[src/rtl/ahb_pkg.sv]
// Shared AHB-Lite encodings, bridge FSM states and load/store funct3 helpers
// for the instruction/data master bridge.
package ahb_pkg;

   typedef enum logic [1:0] {
      IDLE   = 2'b00,
      BUSY   = 2'b01,
      NONSEQ = 2'b10,
      SEQ    = 2'b11
   } htrans_e;

   typedef enum logic [2:0] {
      HSIZE_BYTE  = 3'b000,
      HSIZE_HALF  = 3'b001,
      HSIZE_WORD  = 3'b010,
      HSIZE_DWORD = 3'b011
   } hsize_e;

   typedef enum logic [1:0] {
      S_IDLE,
      S_ADDR,
      S_DATA,
      S_ERR2
   } bridge_state_e;

   localparam logic [3:0] HPROT_INSTR = 4'b0000;
   localparam logic [3:0] HPROT_DATA  = 4'b0001;

   // Stores reuse the LB/LH/LW encodings for SB/SH/SW.
   localparam logic [2:0] FN3_LB  = 3'b000;
   localparam logic [2:0] FN3_LH  = 3'b001;
   localparam logic [2:0] FN3_LW  = 3'b010;
   localparam logic [2:0] FN3_LBU = 3'b100;
   localparam logic [2:0] FN3_LHU = 3'b101;

   function automatic hsize_e fn3ToSize(input logic [2:0] fn3);
      case (fn3)
         FN3_LB, FN3_LBU: return HSIZE_BYTE;
         FN3_LH, FN3_LHU: return HSIZE_HALF;
         FN3_LW:          return HSIZE_WORD;
         default:         return HSIZE_WORD;
      endcase
   endfunction

   function automatic logic isMisaligned(input hsize_e size, input logic [1:0] addrLo);
      return ((size == HSIZE_HALF) && addrLo[0]) ||
             ((size == HSIZE_WORD) && (addrLo != 2'b00));
   endfunction

endpackage

[src/rtl/ahb_lane_steer.sv]
// Combinational byte-lane steering: replicates store data across lanes and
// extracts/extends load data from the addressed lane.
module ahb_lane_steer
   import ahb_pkg::*;
#(
   parameter int DATA_W = 32
)(
   input  logic [2:0]                     i_size,
   input  logic                           i_unsigned,
   input  logic [$clog2(DATA_W/8)-1:0]    i_laneOff,
   input  logic [31:0]                    i_wdata,
   input  logic [DATA_W-1:0]              i_hrdata,
   output logic [DATA_W-1:0]              o_hwdata,
   output logic [31:0]                    o_rdata
);

   logic [DATA_W-1:0] w_shifted;

   assign w_shifted = i_hrdata >> {i_laneOff, 3'b000};

   always_comb begin
      o_hwdata = '0;
      case (i_size)
         HSIZE_BYTE: o_hwdata = {(DATA_W/8){i_wdata[7:0]}};
         HSIZE_HALF: o_hwdata = {(DATA_W/16){i_wdata[15:0]}};
         default:    o_hwdata = {(DATA_W/32){i_wdata}};
      endcase
   end

   always_comb begin
      o_rdata = '0;
      case (i_size)
         HSIZE_BYTE: o_rdata = {{24{~i_unsigned & w_shifted[7]}}, w_shifted[7:0]};
         HSIZE_HALF: o_rdata = {{16{~i_unsigned & w_shifted[15]}}, w_shifted[15:0]};
         default:    o_rdata = w_shifted[31:0];
      endcase
   end

endmodule

[src/rtl/ahb_master_bridge.sv]
// Bridges a core's instruction and data request ports onto a single AHB-Lite
// master, one transfer at a time, data port taking priority.
module ahb_master_bridge
   import ahb_pkg::*;
#(
   parameter int ADDR_W   = 32,
   parameter int DATA_W   = 32,
   parameter int WAIT_MAX = 16
)(
   input  logic              hclk,
   input  logic              hreset,
   input  logic              if_req,
   input  logic [ADDR_W-1:0] if_addr,
   output logic              if_gnt,
   output logic              if_rvalid,
   output logic [31:0]       if_rdata,
   output logic              if_err,
   input  logic              d_req,
   input  logic              d_we,
   input  logic [2:0]        d_fn3,
   input  logic [ADDR_W-1:0] d_addr,
   input  logic [31:0]       d_wdata,
   output logic              d_gnt,
   output logic              d_rvalid,
   output logic [31:0]       d_rdata,
   output logic              d_err,
   output logic [ADDR_W-1:0] haddr,
   output logic [1:0]        htrans,
   output logic              hwrite,
   output logic [2:0]        hsize,
   output logic [3:0]        hprot,
   output logic [DATA_W-1:0] hwdata,
   input  logic [DATA_W-1:0] hrdata,
   input  logic              hready,
   input  logic              hresp
);

   localparam int OFF_W = $clog2(DATA_W/8);
   localparam int CNT_W = $clog2(WAIT_MAX + 1);

   bridge_state_e     r_state, w_nextState;
   logic [ADDR_W-1:0] r_haddr;
   logic [2:0]        r_hsize;
   logic [3:0]        r_hprot;
   logic              r_we, r_ownerD, r_misalign, r_unsigned;
   logic [31:0]       r_wdata;
   logic [CNT_W-1:0]  r_waitCnt;
   logic              r_ifGnt, r_dGnt, r_ifRvalid, r_dRvalid, r_ifErr, r_dErr;
   logic [31:0]       r_ifRdata, r_dRdata;

   logic              w_grantD, w_grantI, w_done, w_fail, w_waitInc;
   hsize_e            w_dSize;
   logic              w_dMisalign;
   logic [DATA_W-1:0] w_hwdataRep;
   logic [31:0]       w_rdata;

   assign w_dSize     = fn3ToSize(d_fn3);
   assign w_dMisalign = isMisaligned(w_dSize, d_addr[1:0]);

   ahb_lane_steer #(.DATA_W(DATA_W)) u_steer (
      .i_size     (r_hsize),
      .i_unsigned (r_unsigned),
      .i_laneOff  (r_haddr[OFF_W-1:0]),
      .i_wdata    (r_wdata),
      .i_hrdata   (hrdata),
      .o_hwdata   (w_hwdataRep),
      .o_rdata    (w_rdata)
   );

   always_ff @(posedge hclk) begin
      if (hreset) r_state <= S_IDLE;
      else        r_state <= w_nextState;
   end

   // Grants are held off while a response is still visible so a port never
   // sees its rvalid and a new gnt together.
   always_comb begin
      w_nextState = r_state;
      w_grantD    = 1'b0;
      w_grantI    = 1'b0;
      w_done      = 1'b0;
      w_fail      = 1'b0;
      w_waitInc   = 1'b0;
      case (r_state)
         S_IDLE: begin
            if (!(r_ifRvalid || r_dRvalid)) begin
               if (d_req) begin
                  w_grantD    = 1'b1;
                  w_nextState = w_dMisalign ? S_DATA : S_ADDR;
               end else if (if_req) begin
                  w_grantI    = 1'b1;
                  w_nextState = S_ADDR;
               end
            end
         end
         S_ADDR: begin
            if (hready) w_nextState = S_DATA;
         end
         S_DATA: begin
            if (r_misalign) begin
               w_nextState = S_ERR2;
            end else if (hresp) begin
               if (hready) begin
                  w_done      = 1'b1;
                  w_fail      = 1'b1;
                  w_nextState = S_IDLE;
               end else begin
                  w_nextState = S_ERR2;
               end
            end else if (hready) begin
               w_done      = 1'b1;
               w_nextState = S_IDLE;
            end else if (r_waitCnt == CNT_W'(WAIT_MAX - 1)) begin
               w_done      = 1'b1;
               w_fail      = 1'b1;
               w_nextState = S_IDLE;
            end else begin
               w_waitInc = 1'b1;
            end
         end
         S_ERR2: begin
            if (hready || r_misalign) begin
               w_done      = 1'b1;
               w_fail      = 1'b1;
               w_nextState = S_IDLE;
            end
         end
         default: w_nextState = S_IDLE;
      endcase
   end

   // A misaligned access never reaches the bus, so the address-phase
   // registers keep their previous values for it.
   always_ff @(posedge hclk) begin
      if (hreset) begin
         r_haddr    <= '0;
         r_hsize    <= HSIZE_WORD;
         r_hprot    <= '0;
         r_we       <= 1'b0;
         r_ownerD   <= 1'b0;
         r_misalign <= 1'b0;
         r_unsigned <= 1'b0;
         r_wdata    <= '0;
         r_waitCnt  <= '0;
         r_ifGnt    <= 1'b0;
         r_dGnt     <= 1'b0;
         r_ifRvalid <= 1'b0;
         r_dRvalid  <= 1'b0;
         r_ifErr    <= 1'b0;
         r_dErr     <= 1'b0;
         r_ifRdata  <= '0;
         r_dRdata   <= '0;
      end else begin
         r_ifGnt    <= w_grantI;
         r_dGnt     <= w_grantD;
         r_ifRvalid <= w_done & ~r_ownerD;
         r_dRvalid  <= w_done & r_ownerD;
         r_ifErr    <= w_done & w_fail & ~r_ownerD;
         r_dErr     <= w_done & w_fail & r_ownerD;
         r_ifRdata  <= (w_done & ~w_fail & ~r_ownerD) ? w_rdata : '0;
         r_dRdata   <= (w_done & ~w_fail & r_ownerD & ~r_we) ? w_rdata : '0;
         r_waitCnt  <= w_waitInc ? r_waitCnt + CNT_W'(1) : '0;
         if (w_grantD) begin
            r_ownerD   <= 1'b1;
            r_we       <= d_we;
            r_wdata    <= d_wdata;
            r_unsigned <= d_fn3[2];
            r_misalign <= w_dMisalign;
            if (!w_dMisalign) begin
               r_haddr <= d_addr;
               r_hsize <= w_dSize;
               r_hprot <= HPROT_DATA;
            end
         end else if (w_grantI) begin
            r_ownerD   <= 1'b0;
            r_we       <= 1'b0;
            r_wdata    <= '0;
            r_unsigned <= 1'b1;
            r_misalign <= 1'b0;
            r_haddr    <= if_addr;
            r_hsize    <= HSIZE_WORD;
            r_hprot    <= HPROT_INSTR;
         end
      end
   end

   assign htrans    = (r_state == S_ADDR) ? NONSEQ : IDLE;
   assign hwrite    = (r_state == S_ADDR) & r_we;
   assign haddr     = r_haddr;
   assign hsize     = r_hsize;
   assign hprot     = r_hprot;
   assign hwdata    = ((r_state == S_DATA) && r_we && !r_misalign) ? w_hwdataRep : '0;
   assign if_gnt    = r_ifGnt;
   assign d_gnt     = r_dGnt;
   assign if_rvalid = r_ifRvalid;
   assign d_rvalid  = r_dRvalid;
   assign if_err    = r_ifErr;
   assign d_err     = r_dErr;
   assign if_rdata  = r_ifRdata;
   assign d_rdata   = r_dRdata;

endmodule
[config.mk]
export PLATFORM = sky130hd
export DESIGN_NAME = ahb_master_bridge
export DESIGN_NICKNAME = d
export VERILOG_FILES = /design/src/rtl/ahb_pkg.sv /design/src/rtl/ahb_lane_steer.sv /design/src/rtl/ahb_master_bridge.sv
export SDC_FILE = /design/constraint.sdc
export NUM_CORES = 1
export LEC_CHECK = 0
export ABC_AREA = 1
export ABC_CLOCK_PERIOD_IN_PS = 1500
export CAP_MARGIN = 20
export CORE_ASPECT_RATIO = 1.4
export CORE_MARGIN = 4
export CORE_UTILIZATION = 38
export CTS_CLUSTER_DIAMETER = 60
export DETAILED_ROUTE_END_ITERATION = 16
export PLACE_DENSITY = 0.78
export SLEW_MARGIN = 40
export SYNTH_ARGS = -nofsm -noshare
export SYNTH_HDL_FRONTEND = slang
export SYNTH_SLANG_ARGS = --single-unit
[constraint.sdc]
create_clock -name hclk -period 1.5 [get_ports hclk]
set_input_delay 0.3 -clock hclk [delete_from_list [all_inputs] [get_ports hclk]]
set_output_delay 0.3 -clock hclk [all_outputs]
set_load 0.1 [all_outputs]
Fig. 1: a small window of the routed layout
Window x 75 to 100, y 28 to 53 um. Cells in grey, sequential cells in the stronger grey; small squares are vias.
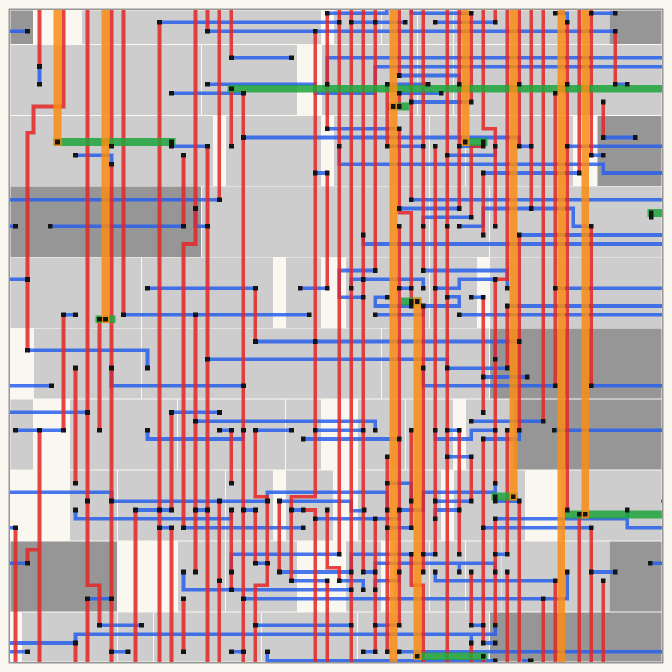
met2: in red. met4: in orange. met3: in green. met1: in blue.
Netlist names of flops here include if_rdata (3), d_rdata (2). Sequential cells in the window: 5. 57 logic cells have their middle in the window. Most frequent: nor2_4 (12), nand2_1 (8), clkdlybuf4s50_1 (7).

Fig. 2: PDN straps and rails
Bar = 20 um. Pins as bars on the die edge. Tap cells in grey.
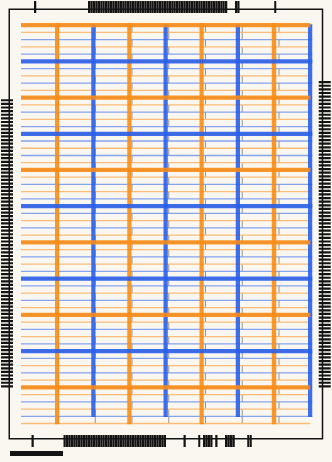
VSS: in orange. VDD: in blue.
8 straps on met4. The core has 55 rows.
peak supply drop: 0.00126 V
Die X: 117 um
core area: 16200 sq um

==> metrics.csv <==
metric,value,unit
most frequent cells in the layout,"nand2_1 (190), buf_12 (164), dfxtp_1 (137), clkdlybuf4s50_1 (137)",
dominant power group,combinational cells,
Worst Hold Class,in2reg,
Rel. slew slack,57.8,%
RSZ-0062 raised after global routing,true,
post-synth area from yosys stat,6330,sq um
Slew Limit Fails,0,
Worst path most repeated cell,nor2_4,
Post-Syn Instances,903,
Power Clock,4.15,mW
initial antenna violation count,2,
Logic family by area,simple AND/OR/NAND/NOR gates,
final setup vio count,175,
Critical-path top delay cell,dfxtp_4,
violated checks,negative setup slack,
sequential cell power,4.82,mW
status,finished with violations,
clock network fraction of design power,22.5,%
total of max-cap violations,0,
CP peak stage delay,350,ps
cts hold-fix bufs,0,
I/O Pins,282,
final worst slack,-662,ps
sw power,8.02,mW
crit-path cells,"inv_4, nand2_4, nor2_4, inv_2, nor2_4, buf_12, o221ai_4, nor2_4, buf_12",
drt drc,0,
final instance area,14100,sq um
R2R setup slack,-430,ps
crit path from,r_state[0],
Tcrit/Tclk final,144,%
CP Max Fanout,5,
register area share after synthesis,46.8,%
Required @ worst endpoint,1200,ps
Int Pwr,10.4,mW
largest net degree at the start of global routing,34,
tool warning count,29,
crit end category,output port,
sequential cell fraction of total power,26.1,%
hold path start,d_wdata[26],
Combinational Power,9.49,mW
crit start category,flip-flop,
YS warnings,0,
routed length on met1,10800,um
kind of critical path,reg2out,
Top cell excl fill/tap,nand2_1,
Clock Path Buffers,2,
overflow left after global routing,0,
Post-CTS Setup Bufs,33,
Fig. 3: metal 4
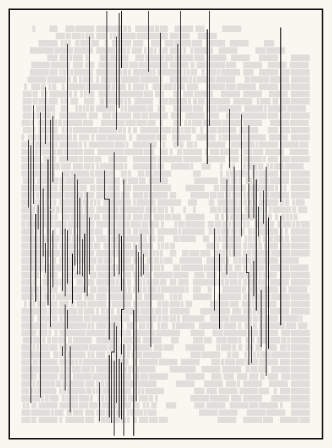
71 nets have wire on it. The layer holds 7.8% of the routed length. The layer carries 2640 um of wire. The longest straight run is 107 um. The wires run mostly vertical.
Detailed Route WL: 34000 um
routed vias: 8286

[cell type report]
cell class              count  area, sq um  share of cell area (%)
well taps                 199          249                    1.76
clock buffers              19          464                    3.29
diodes                      2         5.00                  0.0355
clock inverters            13          109                   0.772
flip-flops and latches    148         2990                    21.2
repair buffers            406         5890                    41.8
inverters                  50          220                    1.56
repair inverters            1         7.51                  0.0532
multi-input cells         653         4170                    29.5
[worst reg2reg max path, stage by stage (launching register included)]
cell	delay [ps]
dfxtp_4	350
buf_4	150
nor2_4	170
buf_6	140
buf_6	100
buf_6	100
nand3_4	100
buf_12	170
buf_8	140
nand2_1	70
nand2_1	90
nor2_1	150
nor2_1	80
Power figures rest on the tool's default switching activity, not on a simulated workload.
